<file path="config.mk">
export PLATFORM = sky130hd
export DESIGN_NAME = touch_coord_filter_flat
export DESIGN_NICKNAME = d
export VERILOG_FILES = /design/src/rtl/touch_coord_filter_if.sv /design/src/rtl/touch_coord_filter.sv /design/src/flat_wrapper.sv
export SDC_FILE = /design/constraint.sdc
export NUM_CORES = 1
export LEC_CHECK = 0
export ABC_CLOCK_PERIOD_IN_PS = 7650
export CORE_MARGIN = 1
export CORE_UTILIZATION = 50
export CTS_CLUSTER_SIZE = 10
export DETAILED_ROUTE_END_ITERATION = 7
export PLACE_DENSITY_LB_ADDON = 0.15
export SYNTH_ARGS = -nofsm -noshare
export SYNTH_HDL_FRONTEND = slang
export SYNTH_SLANG_ARGS = --single-unit
</file>
<file path="constraint.sdc">
create_clock -name iCLK -period 7.65 [get_ports iCLK]
set_input_delay 1.1475 -clock iCLK [delete_from_list [all_inputs] [get_ports iCLK]]
set_output_delay 1.1475 -clock iCLK [all_outputs]
set_load 0.05 [all_outputs]
</file>
<file path="src/rtl/touch_coord_filter_if.sv">
// Pen, sample and report signals of touch_coord_filter.
// master drives the ADC side and consumes reports; slave is the filter.
interface touch_coord_filter_if;
  logic        iTOUCH_IRQ;
  logic [11:0] iX_COORD;
  logic [11:0] iY_COORD;
  logic        iNEW_COORD;
  logic        iTOUCH_ACK;
  logic [9:0]  oTOUCH_X;
  logic [9:0]  oTOUCH_Y;
  logic        oTOUCH_VALID;
  logic        oPEN_DOWN;
  logic        oDROP;

  modport master (
    output iTOUCH_IRQ,
    output iX_COORD,
    output iY_COORD,
    output iNEW_COORD,
    output iTOUCH_ACK,
    input  oTOUCH_X,
    input  oTOUCH_Y,
    input  oTOUCH_VALID,
    input  oPEN_DOWN,
    input  oDROP
  );

  modport slave (
    input  iTOUCH_IRQ,
    input  iX_COORD,
    input  iY_COORD,
    input  iNEW_COORD,
    input  iTOUCH_ACK,
    output oTOUCH_X,
    output oTOUCH_Y,
    output oTOUCH_VALID,
    output oPEN_DOWN,
    output oDROP
  );
endinterface

</file>
<file path="src/rtl/touch_coord_filter.sv">
// Debounce pen-down, average ADC samples, map to LCD pixels.
// Optional outlier rejection: define TOUCH_OUTLIER_REJECT_EN.
module touch_coord_filter #(
  parameter int NSAMP_LOG2  = 2,
  parameter int DEB_CYC     = 50000,
  parameter int OUTLIER_THR = 64
) (
  input logic iCLK,
  input logic iRST,
  touch_coord_filter_if.slave bus
);

  localparam int AW = 12 + NSAMP_LOG2;
  localparam int CW = NSAMP_LOG2 + 1;
  localparam int DW = (DEB_CYC > 1) ? $clog2(DEB_CYC) : 1;
  localparam logic [DW-1:0] DEB_LAST  = DW'(DEB_CYC - 1);
  localparam logic [CW-1:0] SAMP_LAST = CW'((1 << NSAMP_LOG2) - 1);

  typedef enum logic [1:0] {
    IDLE,
    DEBOUNCE,
    COLLECT,
    HOLD
  } state_t;

  state_t        state;
  logic [DW-1:0] deb_cnt;
  logic [7:0]    hold_cnt;
  logic [CW-1:0] samp_cnt;
  logic [AW-1:0] acc_x;
  logic [AW-1:0] acc_y;
  logic          pen_q;

  logic          s1_v;
  logic [11:0]   s1_x;
  logic [11:0]   s1_y;
  logic          s2_v;
  logic [8:0]    s2_qx;
  logic [8:0]    s2_qy;

  logic [9:0]    x_q;
  logic [9:0]    y_q;
  logic          valid_q;
  logic          drop_q;

  logic          take;
  logic          keep;
  logic [AW-1:0] sum_x;
  logic [AW-1:0] sum_y;
  logic signed [10:0] mx;
  logic signed [10:0] my;

  // A strobe in the same cycle as pen release is never taken.
  assign take  = (state == COLLECT) && bus.iTOUCH_IRQ && bus.iNEW_COORD;
  assign sum_x = acc_x + AW'(bus.iX_COORD);
  assign sum_y = acc_y + AW'(bus.iY_COORD);

`ifdef TOUCH_OUTLIER_REJECT_EN
  localparam logic [12:0] THR = 13'(OUTLIER_THR);

  logic [11:0] x_first;
  logic [11:0] y_first;
  logic [11:0] dx;
  logic [11:0] dy;

  assign dx = (bus.iX_COORD >= x_first) ?
              bus.iX_COORD - x_first :
              x_first - bus.iX_COORD;
  assign dy = (bus.iY_COORD >= y_first) ?
              bus.iY_COORD - y_first :
              y_first - bus.iY_COORD;
  assign keep = (samp_cnt == '0) ||
                (({1'b0, dx} <= THR) && ({1'b0, dy} <= THR));

  always_ff @(posedge iCLK) begin
    if (iRST) begin
      x_first <= '0;
      y_first <= '0;
    end else if (take && samp_cnt == '0) begin
      x_first <= bus.iX_COORD;
      y_first <= bus.iY_COORD;
    end
  end
`else
  assign keep = 1'b1;
`endif

  always_ff @(posedge iCLK) begin
    if (iRST) begin
      state    <= IDLE;
      deb_cnt  <= '0;
      hold_cnt <= '0;
      samp_cnt <= '0;
      acc_x    <= '0;
      acc_y    <= '0;
      pen_q    <= 1'b0;
      s1_v     <= 1'b0;
      s1_x     <= '0;
      s1_y     <= '0;
    end else begin
      s1_v <= 1'b0;
      unique case (state)
        IDLE: begin
          deb_cnt <= '0;
          if (bus.iTOUCH_IRQ) begin
            if (DEB_CYC <= 1) begin
              state <= COLLECT;
              pen_q <= 1'b1;
            end else begin
              state   <= DEBOUNCE;
              deb_cnt <= DW'(1);
            end
          end
        end
        DEBOUNCE: begin
          if (!bus.iTOUCH_IRQ) begin
            state   <= IDLE;
            deb_cnt <= '0;
          end else if (deb_cnt == DEB_LAST) begin
            state   <= COLLECT;
            pen_q   <= 1'b1;
            deb_cnt <= '0;
          end else begin
            deb_cnt <= deb_cnt + DW'(1);
          end
        end
        COLLECT: begin
          if (!bus.iTOUCH_IRQ) begin
            state    <= HOLD;
            hold_cnt <= '0;
            samp_cnt <= '0;
            acc_x    <= '0;
            acc_y    <= '0;
          end else if (take && keep) begin
            if (samp_cnt == SAMP_LAST) begin
              samp_cnt <= '0;
              acc_x    <= '0;
              acc_y    <= '0;
              s1_v     <= 1'b1;
              s1_x     <= 12'(sum_x >> NSAMP_LOG2);
              s1_y     <= 12'(sum_y >> NSAMP_LOG2);
            end else begin
              samp_cnt <= samp_cnt + CW'(1);
              acc_x    <= sum_x;
              acc_y    <= sum_y;
            end
          end
        end
        HOLD: begin
          if (bus.iTOUCH_IRQ) begin
            state <= COLLECT;
          end else if (hold_cnt == 8'hFF) begin
            state <= IDLE;
            pen_q <= 1'b0;
          end else begin
            hold_cnt <= hold_cnt + 8'd1;
          end
        end
      endcase
    end
  end

  // Screen is rotated: panel Y drives pixel column, panel X the row.
  always_ff @(posedge iCLK) begin
    if (iRST) begin
      s2_v  <= 1'b0;
      s2_qx <= '0;
      s2_qy <= '0;
    end else begin
      s2_v  <= s1_v;
      s2_qx <= 9'(s1_y / 12'd10);
      s2_qy <= 9'(s1_x / 12'd17);
    end
  end

  assign mx = 11'sd400 - $signed({2'b00, s2_qx});
  assign my = 11'sd240 - $signed({2'b00, s2_qy});

  always_ff @(posedge iCLK) begin
    if (iRST) begin
      x_q     <= '0;
      y_q     <= '0;
      valid_q <= 1'b0;
      drop_q  <= 1'b0;
    end else if (s2_v) begin
      x_q     <= mx[10] ? 10'd0 : mx[9:0];
      y_q     <= my[10] ? 10'd0 : my[9:0];
      valid_q <= 1'b1;
      drop_q  <= valid_q && !bus.iTOUCH_ACK;
    end else begin
      drop_q <= 1'b0;
      if (bus.iTOUCH_ACK) begin
        valid_q <= 1'b0;
      end
    end
  end

  assign bus.oTOUCH_X     = x_q;
  assign bus.oTOUCH_Y     = y_q;
  assign bus.oTOUCH_VALID = valid_q;
  assign bus.oPEN_DOWN    = pen_q;
  assign bus.oDROP        = drop_q;

endmodule

</file>
<file path="src/flat_wrapper.sv">
// flat-port wrapper written by rule: the top's interface ports become plain ports
module touch_coord_filter_flat 
#(
  parameter int NSAMP_LOG2  = 2,
  parameter int DEB_CYC     = 50000,
  parameter int OUTLIER_THR = 64
)
  (iCLK, iRST, bus_iTOUCH_IRQ, bus_iX_COORD, bus_iY_COORD, bus_iNEW_COORD, bus_iTOUCH_ACK, bus_oTOUCH_X, bus_oTOUCH_Y, bus_oTOUCH_VALID, bus_oPEN_DOWN, bus_oDROP);
  touch_coord_filter_if bus_i ();
  input logic iCLK;
  input logic iRST;
  input wire logic [$bits(bus_i.iTOUCH_IRQ)-1:0] bus_iTOUCH_IRQ;
  input wire logic [$bits(bus_i.iX_COORD)-1:0] bus_iX_COORD;
  input wire logic [$bits(bus_i.iY_COORD)-1:0] bus_iY_COORD;
  input wire logic [$bits(bus_i.iNEW_COORD)-1:0] bus_iNEW_COORD;
  input wire logic [$bits(bus_i.iTOUCH_ACK)-1:0] bus_iTOUCH_ACK;
  output wire logic [$bits(bus_i.oTOUCH_X)-1:0] bus_oTOUCH_X;
  output wire logic [$bits(bus_i.oTOUCH_Y)-1:0] bus_oTOUCH_Y;
  output wire logic [$bits(bus_i.oTOUCH_VALID)-1:0] bus_oTOUCH_VALID;
  output wire logic [$bits(bus_i.oPEN_DOWN)-1:0] bus_oPEN_DOWN;
  output wire logic [$bits(bus_i.oDROP)-1:0] bus_oDROP;
  assign bus_i.iTOUCH_IRQ = bus_iTOUCH_IRQ;
  assign bus_i.iX_COORD = bus_iX_COORD;
  assign bus_i.iY_COORD = bus_iY_COORD;
  assign bus_i.iNEW_COORD = bus_iNEW_COORD;
  assign bus_i.iTOUCH_ACK = bus_iTOUCH_ACK;
  assign bus_oTOUCH_X = bus_i.oTOUCH_X;
  assign bus_oTOUCH_Y = bus_i.oTOUCH_Y;
  assign bus_oTOUCH_VALID = bus_i.oTOUCH_VALID;
  assign bus_oPEN_DOWN = bus_i.oPEN_DOWN;
  assign bus_oDROP = bus_i.oDROP;
  touch_coord_filter #(.NSAMP_LOG2(NSAMP_LOG2), .DEB_CYC(DEB_CYC), .OUTLIER_THR(OUTLIER_THR)) u_core (.iCLK(iCLK), .iRST(iRST), .bus(bus_i));
endmodule
</file>
**Sequential cells colored by netlist name**

Bar = 50 um. Other sequential cells in the stronger gray, the rest of the logic in the fainter gray.
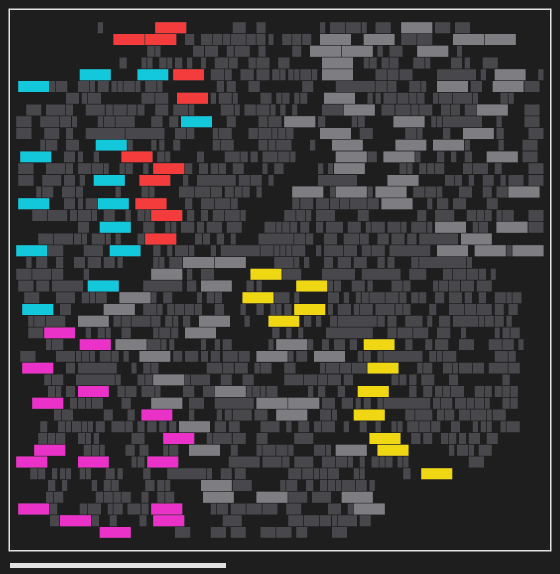
Key: red = u_core.s1_y [sequential cells 11]; cyan = u_core.acc_y [sequential cells 14]; yellow = u_core.s1_x [sequential cells 12]; magenta = u_core.deb_cnt [sequential cells 16, where lower left]
Util after Layout: 59.3%
sequential power: 0.000627 W
Flop area: 0.00240 mm2
sequential share of cell area: 27.7%

**Selected gate families**

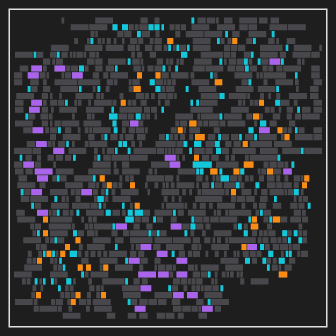
Key: cyan = nor cells [cells 154, most used nor2_1, where all over the die]; purple = fa/ha/maj cells [cells 36, most used ha_1, where all over the die]; orange = and/or cells [cells 46, most used or3_1]
Layout Cells excl Fill: 1181
most numerous logic cell after layout: dfxtp_1

==> run_results.csv <==
group,metric,value,unit
outcome,status,"complete, no violations",
synth,ff_type,"dfxtp_1",
synth,synth.cellmix.simpleShare,22.6,%
detailed_routing,via_count,6936,
synth,yosys.cell_types.count,88,
detailed_routing,wl_met2,7.72,mm
global_route,grt_use_met1,30.3,%
placement,dp_hpwl,11.7,mm
final_timing,hold_viol,0,
power_and_ir_drop,power_per_cell_area,169,mW/mm2
worst_setup_path,crit_required,7930,ps
clocking,ctsResizeCount,0,
synth,adder_share,6.05,%
die,initCoreUtil,51.8,%
die,die_x,125,um
run,maxCapViolations,0,
global_route,overflow,0,
detailed_routing,wl_met1,8.31,mm
layout,comb_area,0.00480,mm2
die,die_h,125,um
synth,numSynthFlops,120,
global_route,track_usage,22.8,%
final_timing,drv_slew,0,
layout,synthToLayoutAreaGrowth,14.5,%
layout,antennaDiodeCount,0,
synth,synthMuxAreaShare,1.09,%
final_timing,maxSlewHeadroom,29.1,%
synth,edf_count,0,
==> worst max-delay path, cell delays in order (launching register included) <==
cell       delay [ps]
dfxtp_1           680
nand2b_1          440
nor2_1            140
a211oi_1          690
a311o_1           260
a31oi_1            60
a211oi_2          400
and3b_1           260
o41ai_1           440
o22ai_2           180
inv_1             100
ha_1              180
xnor3_1           390
a2bb2oi_1         130
o211ai_1          180
o211ai_1          110
==> flip-flops by register name (all words and copies together) (netlist names), 3 cells and up, named ones only <==
| register | flops |
|---|---|
| u_core.samp_cnt | 3 |
| u_core.s1_y | 11 |
| u_core.hold_cnt | 8 |
| u_core.s1_x | 12 |
| u_core.acc_y | 14 |
| u_core.s2_qy | 8 |
| u_core.acc_x | 14 |
| u_core.bus.oTOUCH_Y | 9 |
| u_core.deb_cnt | 16 |
| u_core.s2_qx | 9 |
| u_core.bus.oTOUCH_X | 9 |
==> power by group <==
| group | switching [W] | internal [W] |
|---|---|---|
| sequential | 0.000000937 | 0.000626 |
| combinational | 0.0000299 | 0.0000226 |
| clock | 0.000277 | 0.000514 |
| total | 0.000308 | 0.00116 |
==> area by class of cell <==
cell class                 instances  area share, %
clock buffer                      21           5.19
clock inverter                     9           1.46
inverter                          37           1.60
multi-input combinational        755           55.3
sequential                       120           27.7
tap                              184           2.65
timing repair buffer              55           6.14
==> stage by stage <==
stage	worst slack (ps)	cells	hold WS (ps)	total power, W
4_1_cts	2960	1181	436	0.00149
2_1_floorplan	3710	974	414	0.000671
3_5_place_dp	2980	1151	429	0.000693
3_3_place_gp	3080	1151	414	0.000692
6_report	2860	1181	430	0.00147
5_1_grt	2480	1181	472	0.00152
Power and IR drop assume default switching activity.
